Fig. 1: clock wiring as the flow saved it
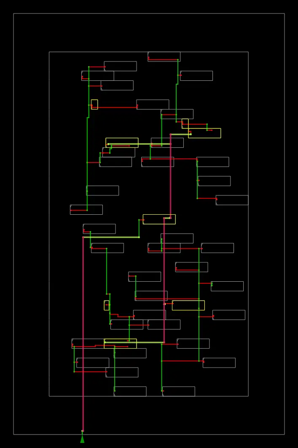
Fig. 2: I/O pins on the die edge
Pins as bars across the die edge, other pins in gray.
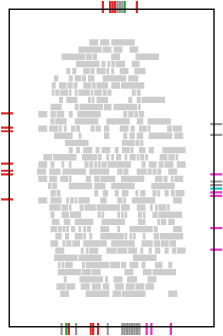
Fig. 3: sequential cells grouped by signal name
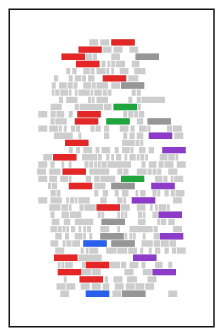
Design ddr_lane_dly_seq, sky130hd; sources not shown.
==> results.json <==
{
  "ys_cells": 284,
  "syn_to_final_growth_pct": 23.4,
  "postCtsSetupBuffers": 0,
  "async_flop_share_pct": 100,
  "htreeDepth": 2,
  "grt_max_degree": 38,
  "antenna_left": 0,
  "power.density_nw_per_um2": 565,
  "drive_gt1_share_pct": 7.38,
  "grt_overflow": 0,
  "combGateArea_sq_um": 1470,
  "crit_path_top_delay_cell": "clkdlybuf4s50_1",
  "cts_resized": 0,
  "drtIter0Drc": 161,
  "cp_slowest_stage_delay_ns": 0.74,
  "viasPerCell": 5.53,
  "critPathRequiredTime_ns": 5.12,
  "ys_types": 56,
  "tightest_slew_ns": 0.761,
  "whs_path_depth": 1,
  "coreArea_sq_um": 5540,
  "ir_drop_mv": 0.272,
  "final_cell_area_sq_um": 3160,
  "cts_tree": "built",
  "clk_pin_slew_ns": 0.06,
  "clock.fmax_mhz": 234,
  "vias": 2218,
  "fillers": 516,
  "wl_per_cell_microns": 16.1,
  "drc": 0,
  "synth.cell_area_sq_um": 2560,
  "syn-num-nets": 317,
  "max_slew_margin_pct": 49.2,
  "hold_violations": 0,
  "rows": 36,
  "rsz0062_at_grt": "no",
  "worstSetupStartpointType": "flop",
  "finalClockPeriodUsage_pct": 66.9,
  "nets": 357,
  "placed_area_sq_um": 3020,
  "worst_setup_path_end_kind": "primary output",
  "crit_type": "flop to primary output",
  "grt_usage_pct": 14.6,
  "fin_crit_ns": 4.28,
  "cp_max_fo": 18,
  "dp.cells": 393,
  "cts_buffers": 5,
  "grt_pass1_wl_mm": 11.1,
  "io_pins": 45,
  "slew_viol_final": 0,
  "outcome": "finished, final reports clean",
  "die_area_sq_um": 9220,
  "use_met2_pct": 27.2,
  "cts_buffer_depth": 2,
  "power.leakage_nw": 1.34,
  "crit_chain": "nand2b_1 > nor2_1 > and3_1 > nor4_4 > clkdlybuf4s50_1",
  "routed_wl_mm": 6.44,
  "r2r_slack_ns": 3.38,
  "instances_no_fill": 401,
  "yosysWarnings": 0
}
-- Fig. 1 (at the start) --
flip-flops: 37
clock sinks: 37
Max Clock Skew: 0.00551 ns

-- Fig. 2 (at the start) --
| port | color | pins | direction | edge |
|---|---|---|---|---|
| `DELAY_LINE_MOVE` | green | 2 | output | 1 bottom, 1 top |
| `CMD_STEPS` | magenta | 8 | input | 5 right, 3 bottom |
| `TAP_COUNT` | red | 16 | output | 7 left, 5 top, 4 bottom |
| `CMD_READY` | cyan | 1 | output | right |
port bufs: 44
Die Height: 120 microns
Die Wd: 77.0 microns

-- Fig. 3 (at the start) --
| name in the netlist | color | placed flops |
|---|---|---|
| `DELAY_LINE_DIRECTION` | blue | 2 |
| `state_q` | green | 3 |
| `steps_q` | purple | 8 |
| `TAP_COUNT` | red | 16 |
not colored: 8
Seq area share: 29.3%
Register Area: 926 sq um
Seq power: 0.485 mW
Core Util, Final: 57.0%

==> layer usage <==
| layer | vias up | wire length, microns |
|---|---|---|
| met2 | 36 | 3570 |
| met1 | 1070 | 2460 |
| met4 | 0 | 199 |
| met3 | 16 | 212 |
| met5 | - | 0 |
| li1 | 1096 | - |
==> cells in the mapped netlist (6+ instances only) <==
cell type	count	area [sq um]
dfrtp_1	37	926
nand2_1	24	90.1
inv_1	20	75.1
nor2_1	20	75.1
o21ai_0	20	100
a21oi_1	14	70.1
ha_1	14	175
nand3_1	14	70.1
nor3_1	12	60.1
mux2i_1	7	70.1
o2bb2ai_1	6	52.6
or3_1	6	37.5
==> cell families after synthesis <==
kind of cell / after synthesis / share of synthesized area [%]
xor+xnor: 9 / 3.08
mux: 12 / 4.94
fa+ha+maj: 17 / 8.81
flops: 37 / 36.2
simple gates: 104 / 22.2
compound gates: 72 / 18.4
buf+inv: 33 / 6.36
==> layout by cell type, fill, tap and decap left out, types with 2 or more instances in the layout <==
cell	n
o221ai_1	2
a31oi_1	2
o22ai_1	4
inv_1	21
o21ai_1	2
o2bb2ai_1	6
mux2_2	5
fa_1	2
mux2i_1	7
nand2b_1	4
o31ai_1	2
nor3_1	12
nor2_1	20
clkbuf_16	5
nand4_1	2
clkdlybuf4s50_1	44
o21ai_0	20
clkinv_2	2
a22oi_1	3
or3_1	6
nor3b_1	3
nand2_1	24
and3_1	2
a21oi_1	14
nor3_4	2
dfrtp_1	37
and2_1	2
xor2_1	4
nor2b_1	3
nand3_1	14
ha_1	14
o21a_1	5
xnor2_1	5
nor4_1	3
==> through the flow <==
step	hold WS [ns]	power, mW	util (%)	setup WS (ns)
3_5_place_dp	0.496	1.55	54.4	2.40
5_1_grt	0.517	1.93	57.0	1.85
6_report	0.505	1.78	57.0	2.12
3_3_place_gp	0.488	1.52	54.4	2.48
2_1_floorplan	0.464	1.24	-	3.58
4_1_cts	0.508	1.80	57.0	2.09
==> power breakdown <==
group          internal, mW  total [mW]  switching, mW  leakage, nW
Sequential            0.343       0.485          0.142        0.471
Combinational         0.491        1.06          0.568        0.795
Clock                 0.141       0.240         0.0987       0.0748
==> critical path, delay by kind of cell (launching register included) <==
kind,cells,cell delay [ns]
and+or+nand+nor,4,1.57
buffers and inverters,1,0.74
DFF,1,0.38
==> area by class of cell <==
type / instances / area share, %
Clock buffer: 5 / 3.97
Clock inverter: 3 / 0.436
Inverter: 21 / 2.50
Multi-Input combinational cell: 214 / 46.6
Sequential cell: 37 / 29.3
Tap cell: 76 / 3.01
Timing Repair Buffer: 45 / 14.2
Power is estimated from default activity; no workload was simulated.
